**config.mk**
```make
export PLATFORM = sky130hd
export DESIGN_NAME = alu_slice_exec
export DESIGN_NICKNAME = d
export VERILOG_FILES = /design/src/rtl/alu_ctrl_pkg.sv /design/src/rtl/alu_slice.sv /design/src/rtl/alu_slice_exec.sv
export SDC_FILE = /design/constraint.sdc
export NUM_CORES = 1
export LEC_CHECK = 0
export CORE_ASPECT_RATIO = 1.1
export CORE_MARGIN = 2
export CORE_UTILIZATION = 54
export DETAILED_ROUTE_END_ITERATION = 16
export PLACE_DENSITY_LB_ADDON = 0.08
export SYNTH_ARGS = -nofsm -noshare
export SYNTH_HDL_FRONTEND = slang
export SYNTH_SLANG_ARGS = --single-unit
export TNS_END_PERCENT = 1
```
**constraint.sdc**
```tcl
create_clock -name clk_i -period 5 [get_ports clk_i]
set_clock_uncertainty 0.05 [all_clocks]
set_input_delay 0.75 -clock clk_i [delete_from_list [all_inputs] [get_ports clk_i]]
set_output_delay 0.75 -clock clk_i [all_outputs]
set_load 0.1 [all_outputs]
```
**src/rtl/alu_ctrl_pkg.sv**
```systemverilog
// ALU control code definitions shared with the ALU control decoder, plus the
// state encoding for the bit-serial execution unit.
package alu_ctrl_pkg;

  localparam logic [3:0] ALU_ADD = 4'b0010;
  localparam logic [3:0] ALU_SUB = 4'b0110;
  localparam logic [3:0] ALU_AND = 4'b0001;
  localparam logic [3:0] ALU_OR  = 4'b0000;
  localparam logic [3:0] ALU_NOR = 4'b1101;
  localparam logic [3:0] ALU_SLT = 4'b0111;

  typedef enum logic [1:0] {
    IDLE = 2'd0,
    RUN  = 2'd1,
    DONE = 2'd2
  } state_e;

  // Subtract-style codes feed ~B with a carry-in of 1 (two's complement).
  function automatic logic inverts_b(input logic [3:0] ctrl);
    return (ctrl == ALU_SUB) || (ctrl == ALU_SLT);
  endfunction

endpackage

```
**src/rtl/alu_slice.sv**
```systemverilog
// Combinational SLICE-bit ALU slice.
//   a, b        : operand slices (b is the original, uninverted operand)
//   b_inv       : invert b before the adder (sub/slt)
//   cin         : carry in from the previous slice
//   ctrl        : ALU control code
//   y           : slice result
//   cout        : carry out of the slice's top bit
//   c_into_msb  : carry into the slice's top bit (overflow detection)
module alu_slice
  import alu_ctrl_pkg::*;
#(
  parameter int unsigned SLICE = 8
) (
  input  logic [SLICE-1:0] a,
  input  logic [SLICE-1:0] b,
  input  logic             b_inv,
  input  logic             cin,
  input  logic [3:0]       ctrl,
  output logic [SLICE-1:0] y,
  output logic             cout,
  output logic             c_into_msb
);

  logic [SLICE-1:0] bx;
  logic [SLICE:0]   sum;

  always_comb begin
    bx         = b ^ {SLICE{b_inv}};
    sum        = {1'b0, a} + {1'b0, bx} + {{SLICE{1'b0}}, cin};
    cout       = sum[SLICE];
    // Sum bit = a ^ b ^ carry-in, so the carry into the top bit falls out directly.
    c_into_msb = a[SLICE-1] ^ bx[SLICE-1] ^ sum[SLICE-1];
    case (ctrl)
      ALU_AND: y = a & b;
      ALU_OR:  y = a | b;
      ALU_NOR: y = ~(a | b);
      default: y = sum[SLICE-1:0];
    endcase
  end

endmodule

```
**src/rtl/alu_slice_exec.sv**
```systemverilog
// Bit-serial ALU execution unit: accepts one operation over a valid/ready
// handshake, evaluates it SLICE bits per cycle (LSB slice first) and returns
// result plus zero/overflow/illegal flags over a second valid/ready handshake.
//   clk_i, rst_i              : clock, async active-high reset
//   in_valid_i / in_ready_o   : request handshake
//   alu_ctrl_i, src1_i, src2_i: request payload
//   out_valid_o / out_ready_i : response handshake
//   result_o, zero_o, overflow_o, illegal_o : response payload
module alu_slice_exec
  import alu_ctrl_pkg::*;
#(
  parameter int unsigned WIDTH = 32,
  parameter int unsigned SLICE = 8
) (
  input  logic             clk_i,
  input  logic             rst_i,
  input  logic             in_valid_i,
  output logic             in_ready_o,
  input  logic [3:0]       alu_ctrl_i,
  input  logic [WIDTH-1:0] src1_i,
  input  logic [WIDTH-1:0] src2_i,
  output logic             out_valid_o,
  input  logic             out_ready_i,
  output logic [WIDTH-1:0] result_o,
  output logic             zero_o,
  output logic             overflow_o,
  output logic             illegal_o
);

  localparam int unsigned NSLICE = WIDTH / SLICE;
  localparam int unsigned CW     = (NSLICE > 1) ? $clog2(NSLICE) : 1;
  localparam logic [CW-1:0] LAST = CW'(NSLICE - 1);

  state_e           state_q;
  logic [CW-1:0]    cnt_q;
  logic             carry_q;
  logic [3:0]       ctrl_q;
  logic             binv_q;
  logic [WIDTH-1:0] a_q, b_q, acc_q;
  logic [WIDTH-1:0] result_q;
  logic             zero_q, ovf_q, illegal_q, in_ready_q, out_valid_q;

  logic [SLICE-1:0] a_sl, b_sl, y_sl;
  logic             cout_sl, cmsb_sl;
  logic [WIDTH-1:0] acc_d, result_d;
  logic             zero_d, ovf_d, illegal_d, add_ovf;

  alu_slice #(.SLICE(SLICE)) u_slice (
    .a          (a_sl),
    .b          (b_sl),
    .b_inv      (binv_q),
    .cin        (carry_q),
    .ctrl       (ctrl_q),
    .y          (y_sl),
    .cout       (cout_sl),
    .c_into_msb (cmsb_sl)
  );

  // Working value with the current slice merged in; on the last slice this is
  // the full raw result, so finalisation happens on the same edge as RUN->DONE.
  always_comb begin
    a_sl  = a_q[cnt_q*SLICE +: SLICE];
    b_sl  = b_q[cnt_q*SLICE +: SLICE];
    acc_d = acc_q;
    acc_d[cnt_q*SLICE +: SLICE] = y_sl;
    add_ovf   = cmsb_sl ^ cout_sl;
    result_d  = acc_d;
    ovf_d     = 1'b0;
    illegal_d = 1'b0;
    case (ctrl_q)
      ALU_ADD, ALU_SUB: ovf_d = add_ovf;
      ALU_SLT: begin
        result_d    = '0;
        result_d[0] = acc_d[WIDTH-1] ^ add_ovf;
      end
      ALU_AND, ALU_OR, ALU_NOR: ;
      default: begin
        result_d  = '0;
        illegal_d = 1'b1;
      end
    endcase
    zero_d = (result_d == '0);
  end

  always_ff @(posedge clk_i or posedge rst_i) begin
    if (rst_i) begin
      state_q     <= IDLE;
      cnt_q       <= '0;
      carry_q     <= 1'b0;
      ctrl_q      <= '0;
      binv_q      <= 1'b0;
      a_q         <= '0;
      b_q         <= '0;
      acc_q       <= '0;
      result_q    <= '0;
      zero_q      <= 1'b0;
      ovf_q       <= 1'b0;
      illegal_q   <= 1'b0;
      in_ready_q  <= 1'b1;
      out_valid_q <= 1'b0;
    end else begin
      case (state_q)
        IDLE: begin
          if (in_valid_i) begin
            a_q        <= src1_i;
            b_q        <= src2_i;
            ctrl_q     <= alu_ctrl_i;
            binv_q     <= inverts_b(alu_ctrl_i);
            carry_q    <= inverts_b(alu_ctrl_i);
            cnt_q      <= '0;
            acc_q      <= '0;
            in_ready_q <= 1'b0;
            state_q    <= RUN;
          end
        end
        RUN: begin
          acc_q   <= acc_d;
          carry_q <= cout_sl;
          cnt_q   <= cnt_q + 1'b1;
          if (cnt_q == LAST) begin
            result_q    <= result_d;
            zero_q      <= zero_d;
            ovf_q       <= ovf_d;
            illegal_q   <= illegal_d;
            out_valid_q <= 1'b1;
            state_q     <= DONE;
          end
        end
        DONE: begin
          if (out_ready_i) begin
            out_valid_q <= 1'b0;
            in_ready_q  <= 1'b1;
            state_q     <= IDLE;
          end
        end
        default: begin
          out_valid_q <= 1'b0;
          in_ready_q  <= 1'b1;
          state_q     <= IDLE;
        end
      endcase
    end
  end

  assign in_ready_o  = in_ready_q;
  assign out_valid_o = out_valid_q;
  assign result_o    = result_q;
  assign zero_o      = zero_q;
  assign overflow_o  = ovf_q;
  assign illegal_o   = illegal_q;

endmodule

```
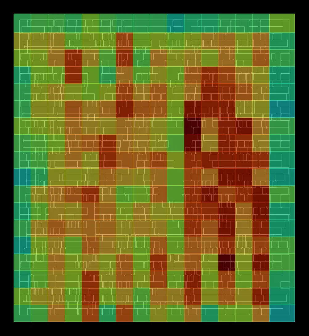
congestion_map.png
Tot GR Track Use: 0.291
met3 usage in global routing: 0.0487
highest-utilization routing layer at the global route stage: met2
post-layout util: 0.689
met1 usage: 0.352

==> notes.org <==
#+TITLE: Flow metrics

** Route
- The detailed router finished its first iteration with 492 violations.
- Met1 wire length :: 7610 um
- Via density :: 5.85
- The detailed router reports a met3 wire length of approximately 930 um.
- Per the detail_route log, met2 wirelength is 9890 um.
- Routed wire per std cell :: 18.4 um
- Total number of vias :: 6082
- First-pass iteration count of the detailed router :: 5
- After detailed routing, the number of remaining DRC violations is 0.

** Synth
- After synthesis, the most frequently instantiated cells are nand2_1 (261), dfrtp_1 (142), o21ai_0 (50).
- Library cell with the highest instance count after synthesis :: nand2_1
- Proportion of synthesized chip area in sequential cells :: 0.500
- Yosys printed 0 warnings.
- The synthesis run identifies the leading combinational cell family as simple AND/OR/NAND/NOR gates.
- In this run, synthesis produced a sequential element count of 143.
- The synthesized design contains 0 enable-type register cells.
- Counting every net in the synthesized netlist gives 847.
- Mean Syn Cell Area :: 9.43 sq um
- Cell Area, Synth :: 7160 sq um
- Synthesized instance count :: ~760
- Share of Yosys cell area claimed by the top area cell type :: 0.496
- For this design, Yosys synthesis ends with a cell count of between 700 and 800.
- For reference, the mux area share after synthesis is 0.0503.

** Timing
- Tcrit/Tclk final :: 0.893
- Worst relative slew slack :: 0.149
- Transition time at the pin with the least slew margin :: 1.27 ns
- Fmax :: 224 MHz
- Final Slew Violations :: 0
- Final-report hold violation count :: 0
- Post-layout worst setup margin :: around 0.54 ns

** Clocking
- Buffers inserted to repair hold after CTS numbered 0.
- The clock tree synthesis step divided the H-tree into 4 levels.
- The number of gates resized after CTS was 0.
- Maximum clock path buffer count :: 2
- CTS root buf :: clkbuf_16
- TritonCTS built the clock tree.
- Clock tree synthesis inserted a total of 17 buffers.

** Layout
- Share of layout cells above drive strength 1 :: 0.0842
- Commonest non-fill, non-tap cell in the layout :: nand2_1
- Area of combinational cells with multiple inputs :: 3380 sq um
- Register area :: 3580 sq um
- With fillers left out, the area of the finished cells amounts to 9030 sq um.
- Non-Filler Instances :: around 1000
- In the layout the commonest cells are nand2_1 (261), dfrtp_1 (142), clkdlybuf4s50_1 (108).
- The filler cells instantiated in the layout total 1056.
- 0 antenna diodes ended up in the layout.

** Critical path
- Critical Path Slowest Stage Cell :: or4_1
- Buffering stage count on the worst path with inverters included :: 0
- Grouping stages by cell kind, the critical path spends the most delay in AND-OR/OR-AND gates.
- According to the timing report, the arrival time at the worst endpoint equals 4.77 ns.
- Count of cells along the worst register-to-register path :: 13
- Crit path cell chain :: mux4_2 -> xor2_1 -> fa_1 -> fa_1 -> a211oi_1 -> o21bai_1 -> a21o_1 -> xor2_1 -> a221oi_4 -> a21oi_2 -> or4_1 -> o41ai_2 -> a32o_1
- The longest incremental delay of any stage on the critical path is reported as 0.55 ns.
- Number of cells on the critical path :: 13
- The setup check on the worst reg-to-reg path leaves a slack of 0.54 ns.
- Data on the critical path is required at its endpoint by 5.31 ns.
- The setup path with the least slack is of type flop to flop.

** Run status
- Result of the run :: finished, final reports clean

** Global routing
- Recorded from the global router log, the overflow total was 0.
- Entering global routing, the biggest net connects 79 pins.

** Floorplanning
- The initialized floorplan defines 44 standard-cell rows.
- Starting utilization of the core area :: 0.547
- Per the OpenROAD floorplan log, the area of the die is between 10000 and 15000 sq um.
- Floorplan die height :: 125 um
- ~110 I/O pins were placed.

** Placed design
- After its last routability iteration, the placer logged a weighted congestion of 0.951.
- Worst setup slack after placement :: 0.558 ns
- Half-perimeter wire length after placement :: around 14000 um

** Run
- Max-Cap Viols :: 0

** Worst hold path
- Looking at hold timing, the worst path starts from b_q[22]$_DFFE_PP0P_.
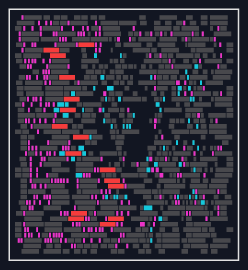
gates.png
Drawn at 2 px/um.
- mux cells: red (cells 16; most used mux4_2)
- nor cells: cyan (cells 63; most used nor2_1)
- nand cells: magenta (cells 272; most used nand2_1; where all over the die)

-- worst register-to-register path, stage by stage (launching register included) --
cell	delay, ns
dfrtp_1	0.42
mux4_2	0.55
xor2_1	0.17
fa_1	0.42
fa_1	0.43
a211oi_1	0.39
o21bai_1	0.14
a21o_1	0.21
xor2_1	0.17
a221oi_4	0.32
a21oi_2	0.05
or4_1	0.55
o41ai_2	0.32
a32o_1	0.20
-- final cells by class --
type | instances | share of cell area
clock buffer | 22 | 0.0536
clock inverter | 9 | 0.0145
inverter | 14 | 0.00637
multi-input combinational | 568 | 0.375
sequential | 143 | 0.396
tap | 161 | 0.0223
timing repair buffer | 123 | 0.132
